==> config.mk <==
export PLATFORM = sky130hd
export DESIGN_NAME = usb_rx_crc16_depacketizer_flat
export DESIGN_NICKNAME = d
export VERILOG_FILES = /design/src/rtl/usb_rx_crc16_depacketizer_pkg.sv /design/src/rtl/usb_rx_crc16_depacketizer_if.sv /design/src/rtl/usb_crc16_serial.sv /design/src/rtl/usb_rx_crc16_depacketizer.sv /design/src/flat_wrapper.sv
export SDC_FILE = /design/constraint.sdc
export NUM_CORES = 1
export LEC_CHECK = 0
export ABC_AREA = 1
export CORE_MARGIN = 1
export CORE_UTILIZATION = 47
export CTS_BUF_LIST = sky130_fd_sc_hd__clkbuf_2 sky130_fd_sc_hd__clkbuf_4 sky130_fd_sc_hd__clkbuf_8
export DETAILED_ROUTE_END_ITERATION = 8
export GPL_TIMING_DRIVEN = 1
export PLACE_DENSITY = 0.72
export SLEW_MARGIN = 20
export SYNTH_ARGS = -nofsm -noshare
export SYNTH_HDL_FRONTEND = slang
export SYNTH_SLANG_ARGS = --single-unit
==> constraint.sdc <==
create_clock -name clk_c -period 2.8 [get_ports clk_c]
set_input_delay 0.42 -clock clk_c [delete_from_list [all_inputs] [get_ports clk_c]]
set_output_delay 0.42 -clock clk_c [all_outputs]
set_load 0.005 [all_outputs]
run_1/met3.png
Drawn at 6 px/um. Cells faint in the background.
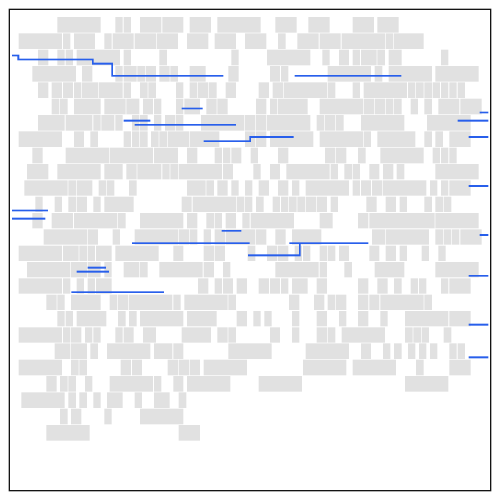
The layer carries 197 um of wire. 17 nets have wire on it.
M3 GR Usage: 7.20%
WL final: 5680 um

run_1/clock_map.png
Drawn at 4 px/um.
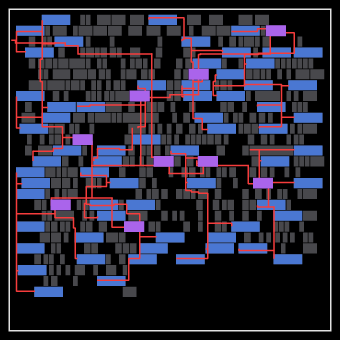
flip-flops: drawn in blue, count 65. clock wires: drawn in red, length 803 um. cells driving clock nets: drawn in purple, count 9.
Position of the flops: widely spread.
clk_lat worst skew: 340 ps
Clk pwr share: 43.5%
Worst Skew: 8.10 ps
Clk. pwr: 820 uW

run_1/port_nets.png
Drawn at 3 px/um.
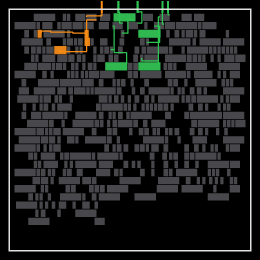
bus_pid: drawn in green, bits 4, direction output, edge top, end cells 4, buffers 4, wire 80.4 um. reset: drawn in orange, bits 1, direction input, edge top, end cells 4, buffers 1, wire 47.8 um.
port bufs: 27
num ports: 28

==> results.py, run 1 <==
# Auto-generated metrics
metrics = {
    "run_status": {
        "outcome": "finished, final reports clean",
    },
    "sta": {
        "post-route-period-util_pct": 79.7,
        "worst_slack_ps": 570,
        "hold_violations": 0,
        "slew_headroom_pct": 56.7,
        "finalSetupViolCount": 0,
        "fin_tns_setup_ps": 0,
        "rsz0062_at_grt": "false",
        "fmax_ghz": 0.448,
    },
    "route": {
        "first_iter_violations": 139,
        "antenna_left": 0,
        "num_vias": 2458,
        "vias_per_cell": 4.92,
        "wl_per_cell_um": 11.4,
        "route.detailed.drc": 0,
        "dr.pass1.iters": 4,
    },
    "synth": {
        "top_cells_by_count": "89 x nand2_1, 65 x dfxtp_1, 55 x inv_1",
        "numSynthFlops": 65,
        "yosysWarnings": 0,
        "synth.most_common_cell": "nand2_1",
        "async_reset_ff_share_pct": 0,
        "synth_nets": 404,
        "yosysCellCount": 395,
        "ys_area_mm2": 0.00286,
        "netlist_area_mm2": 0.00286,
        "area_leaders": "dfxtp_1 46%, nand2_1 12%, a21oi_1 7.7%, inv_1 7.2%, nor2_1 5.1%",
        "synth_top_cell_by_area": "dfxtp_1",
        "ys.flop_type": "dfxtp_1",
        "netlist_instances": 395,
        "synth_area_per_cell_um2": 7.24,
        "synth_cell_type_count": 27,
        "enable_flop_cells": 0,
    },
    "global_routing": {
        "grt_pass1_wl_um": 9690,
        "grt_max_degree": 27,
        "gr-total-overflow": 0,
        "antenna_found_initial": 0,
        "grt_pass1_vias": 2213,
    },
    "finish": {
        "largest_reg_flops": 16,
        "final_cell_count_no_fill": 500,
        "syn_to_final_growth_pct": 17.5,
        "drive_gt1_share_pct": 7.29,
        "nets": 429,
        "utilization_pct": 57.1,
        "final_cell_area_mm2": 0.00336,
    },
    "clocking": {
        "cts_root_buffer": "clkbuf_8",
        "clk_path_buf_depth": 2,
        "clk_pin_slew_worst_paths_ps": 70,
        "cts-hold-fix-buffers": 0,
        "cts_tree": "done",
        "cts_made_buffers": 9,
        "cts.sinks": 65,
        "h-tree-depth": 3,
        "post_cts_buffers": 0,
    },
    "worst_setup_path": {
        "worstSetupPathType": "flip-flop to output port",
        "slowest_stage": "clkdlybuf4s50_1",
        "critPathLaunchType": "flip-flop",
        "crit_arrival_ps": 1810,
        "reg2reg_depth": 8,
        "crit_required_ps": 2380,
        "r2r_setup_slack_ps": 1040,
        "worstPathMaxFanout": 5,
        "crit_chain": "inv_1 > nand2_1 > nor2_1 > inv_1 > nor2_1 > clkdlybuf4s50_1",
        "critical_path.max_stage_delay_ps": 510,
    },
    "power_and_ir_drop": {
        "irDropWorstVdd_mv": 0.429,
        "p_int_uw": 1440,
        "p_leak_uw": 0.00140,
        "switching_share_pct": 23.5,
        "combPwrFrac_pct": 6.4,
        "power_density_mw_per_mm2": 561,
        "seq_power_share_pct": 50.1,
        "switching_power_uw": 442,
    },
    "floorplan": {
        "dieWidth_um": 80.0,
        "fp_util_pct": 48.6,
        "dieArea_mm2": 0.00640,
        "rows": 28,
        "die_y_um": 80.0,
    },
    "worst_hold_path": {
        "holdPathStages": 2,
        "min_path_type": "flip-flop to flip-flop",
    },
    "place": {
        "gp_congestion": 0.782,
        "dp.cells": 484,
        "dp_hpwl_um": 3950,
        "place_ws_ps": 628,
        "placed_cell_area_mm2": 0.00315,
    },
    "job": {
        "drv_cap": 0,
    },
}
[run 1: cells by family after synthesis]
logic type	after synthesis	share of synthesized area, %
adders and majority gates	3	1.31
AOI/OAI and AO/OA	83	15.6
and+or+nand+nor	171	26.7
buffers and inverters	72	10.6
xor gates and xnor gates	1	0.306
DFF	65	45.5
[run 1: through the flow]
stage,hold slack [ps],power [uW]
2_1_floorplan,429,1050
4_1_cts,451,1910
5_1_grt,473,1960
6_report,448,1880
3_3_place_gp,441,1080
3_5_place_dp,441,1090
[run 1: power groups by stage]
stage               combinational [uW]  sequential [uW]  clock (uW)
global placement                   120              964           0
floorplan                         83.5              962           0
global route                       136              944         880
CTS                                123              943         843
detailed placement                 122              964           0
finish                             121              943         820
[run 1: routing by layer]
metal	global-route usage (%)	vias to the layer above	part of all wire (%)
li1	-	1315	-
met1	23.7	1106	48
met2	33.3	33	47
met3	7.20	4	3.5
met4	5.89	0	0.74
met5	0	-	0
[run 1: critical path: cells and delay by family (launching register included)]
family	cells	cell delay [ps]
buffers and inverters	3	780
DFF	1	370
and+or+nand+nor	3	330
[run 1: cells in the final DEF, fill, tap and decap left out, drive strengths merged, types with 3 or more instances in the layout]
| cell type | instances |
|---|---|
| nand2 | 93 |
| ha | 3 |
| dfxtp | 65 |
| inv | 57 |
| nor2 | 42 |
| a21oi | 44 |
| clkbuf | 12 |
| o21ai | 27 |
| nor3 | 5 |
| o211ai | 10 |
| nand4 | 3 |
| nand3 | 26 |
| clkdlybuf4s50 | 27 |
[run 1: layout make-up]
class,instances,area [um2]
Clock inverter,4,51.3
Sequential cell,65,1300
Fill cell,568,2530
Timing Repair Buffer,29,285
Multi-Input combinational cell,258,1250
Clock buffer,12,159
Inverter,57,214
Tap cell,75,93.8
--- run 2 (diff from run 1) ---
PLACE_DENSITY = 0.74   (was 0.72)
clock period = 1.8 ns   (was 2.8 ns; I/O delays follow)
run_2/port_nets.png
Drawn at 3 px/um.
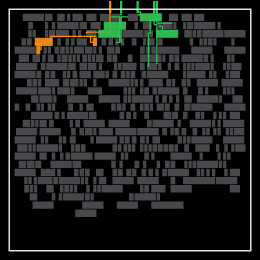
bus_pid: drawn in green, bits 4, direction output, edge top, end cells 4, buffers 4, wire 84.9 um. reset: drawn in orange, bits 1, direction input, edge top, end cells 4, buffers 1, wire 42.5 um.

run_2/final_congestion.png
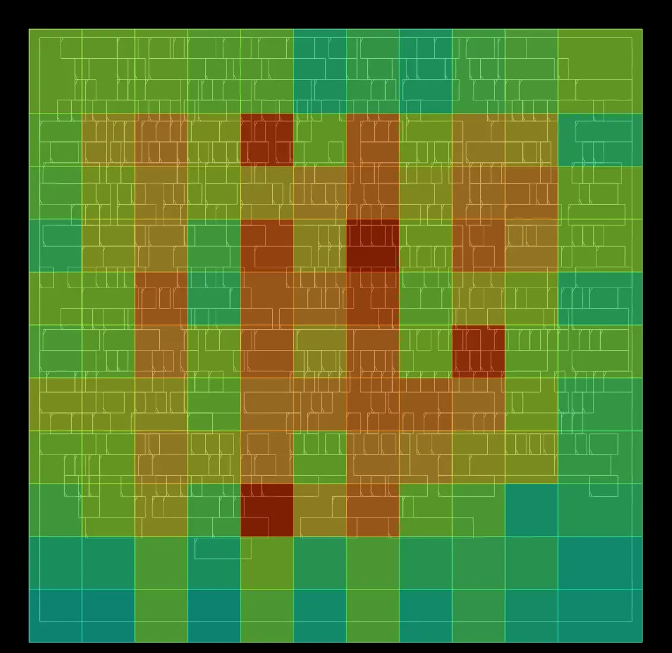
WL/cell: 11.5 um
met2 usage: 33.8%
GRT Overall Usage: 20.3%
M3 GR Usage: 7.66%
GR Util met1: 24.6%

==> run 2 against run 1 <==
Net effect:
- critical endpoint unchanged
- clock-buffer cell count shrank 1
- worst setup slack worse by 400 ps
- critical path depth is 1 higher
- critical path type unchanged
- clock power increased by 68%
- combinational power up 93%
- clock skew about the same
- via count up 2.6%
- synthesized cell count did not move
==> results.py, run 2 <==
# Auto-generated metrics
metrics = {
    "worst_hold_path": {
        "min_path_type": "flip-flop to flip-flop",
        "holdPathStages": 2,
    },
    "power_and_ir_drop": {
        "combPwrFrac_pct": 7.6,
        "power_density_mw_per_mm2": 882,
        "p_int_uw": 2370,
        "switching_power_uw": 704,
        "seq_power_share_pct": 47.5,
        "switching_share_pct": 22.9,
        "irDropWorstVdd_mv": 0.556,
        "p_clk_share_pct": 44.9,
        "p_leak_uw": 0.00152,
    },
    "finish": {
        "syn_to_final_growth_pct": 21.9,
        "utilization_pct": 59.2,
        "layout_top_cells": "89 x nand2_1, 65 x dfxtp_1, 53 x inv_1",
        "fill_cells": 545,
        "largest_reg_flops": 16,
    },
    "synth": {
        "top_cells_by_count": "89 x nand2_1, 65 x dfxtp_1, 55 x inv_1",
        "simple_gate_area_share_pct": 26.7,
        "top_logic_kind": "simple AND/OR/NAND/NOR gates",
        "area_leaders": "dfxtp_1 46%, nand2_1 12%, a21oi_1 7.7%, inv_1 7.2%, nor2_1 5.1%",
        "synth_nets": 404,
        "yosysWarnings": 0,
        "async_reset_ff_share_pct": 0,
        "yosysCellCount": 395,
        "enable_flop_cells": 0,
        "aoi_share_pct": 15.6,
        "synth.most_common_cell": "nand2_1",
        "synth-xor-area-share_pct": 0.306,
        "yosys.area_share.adder_pct": 1.31,
        "netlist_area_mm2": 0.00286,
        "ys.flop_type": "dfxtp_1",
        "mux_area_share_pct": 0,
        "synth_area_per_cell_um2": 7.24,
        "numSynthFlops": 65,
        "ys_area_mm2": 0.00286,
        "netlist_instances": 395,
    },
    "sta": {
        "fin_tns_setup_ps": 0,
        "rsz0062_at_grt": "false",
        "post-route-period-util_pct": 90.7,
        "slew_headroom_pct": 71.0,
        "worst_slack_ps": 167,
        "timing.hold.ws_ps": 450,
        "finClkSkew_ps": 8.21,
        "finalSetupViolCount": 0,
        "fmax_ghz": 0.612,
    },
    "global_routing": {
        "gr-total-overflow": 0,
        "antenna_found_initial": 0,
        "grt_pass1_wl_um": 9930,
        "grt_max_degree": 23,
    },
    "place": {
        "dp_hpwl_um": 4250,
        "dp.cells": 497,
        "place_ws_ps": 36.1,
    },
    "worst_setup_path": {
        "critical_path.max_stage_delay_ps": 320,
        "path_buffers": 4,
        "crit_arrival_ps": 1360,
        "crit_required_ps": 1530,
        "reg2reg_depth": 7,
        "worstSetupPathType": "flip-flop to output port",
        "worstPathMaxFanout": 4,
        "slowest_stage": "dfxtp_1",
    },
    "floorplan": {
        "rows": 28,
        "fp_util_pct": 48.6,
        "dieArea_mm2": 0.00640,
    },
    "clocking": {
        "h-tree-depth": 3,
        "cts_tree": "done",
        "cts_root_buffer": "clkbuf_8",
    },
    "route": {
        "dr.pass1.iters": 4,
        "antenna_left": 0,
        "route.detailed.drc": 0,
        "first_iter_violations": 134,
        "num_vias": 2522,
    },
    "job": {
        "drv_cap": 0,
    },
    "run_status": {
        "outcome": "finished, final reports clean",
    },
}
## run 2: cell counts after synthesis
No cell type changed its count.
## run 2: timing repair
action                                  in CTS  in global routing
hold buffers                                 0                  0
gates resized                                8                  7
endpoints found under the setup margin       5                  3
pin swaps                                    0                  1
buffers inserted                             1                  1
## run 2: kinds of logic (layout without fill, tap and decap cells)
family	Yosys count	count (layout)
AND-OR/OR-AND	83	83
flip-flops	65	65
AND/OR/NAND/NOR	171	171
XOR/XNOR	1	1
buffers and inverters	72	117
adder cells (fa/ha/maj)	3	3
## run 2: worst register-to-register path: stages (launching register included)
cell	delay (ps)
dfxtp_1	330
ha_1	150
ha_1	170
inv_1	120
nor2_8	200
nand3_4	190
nor2_1	160
nor2_1	60
## run 2: area by class of cell
type,instances,area [um2],area share (%)
sequential,65,1300,37.3
multi-input combinational,258,1260,36.1
timing repair buffer,44,395,11.3
inverter,57,214,6.14
clock buffer,11,145,4.16
tap,75,93.8,2.69
clock inverter,5,78.8,2.26
## run 2: per-stage QoR
step	total power [uW]	area (um2)
after global placement	1710	3260
after CTS	3100	3490
final	3070	3490
after floorplan	1630	2860
after detailed placement	1710	3260
after global routing	3200	3490
## run 2: layer usage
| layer | global-route usage [%] | share of wire (%) | vias to the layer above |
|---|---|---|---|
| met5 | 0 | 0 | - |
| met4 | 4.64 | 0.59 | 0 |
| met1 | 24.6 | 49 | 1137 |
| met3 | 7.66 | 3.5 | 5 |
| met2 | 33.8 | 47 | 31 |
| li1 | - | - | 1349 |
## run 2: power by group through the flow
stage | logic, uW | clock network (uW) | registers (uW)
2_1_floorplan | 130 | 0 | 1500
3_3_place_gp | 219 | 0 | 1490
3_5_place_dp | 221 | 0 | 1490
4_1_cts | 226 | 1420 | 1460
5_1_grt | 259 | 1480 | 1460
6_report | 233 | 1380 | 1460
No activity file was given, so power comes from the tool's default toggle rates.
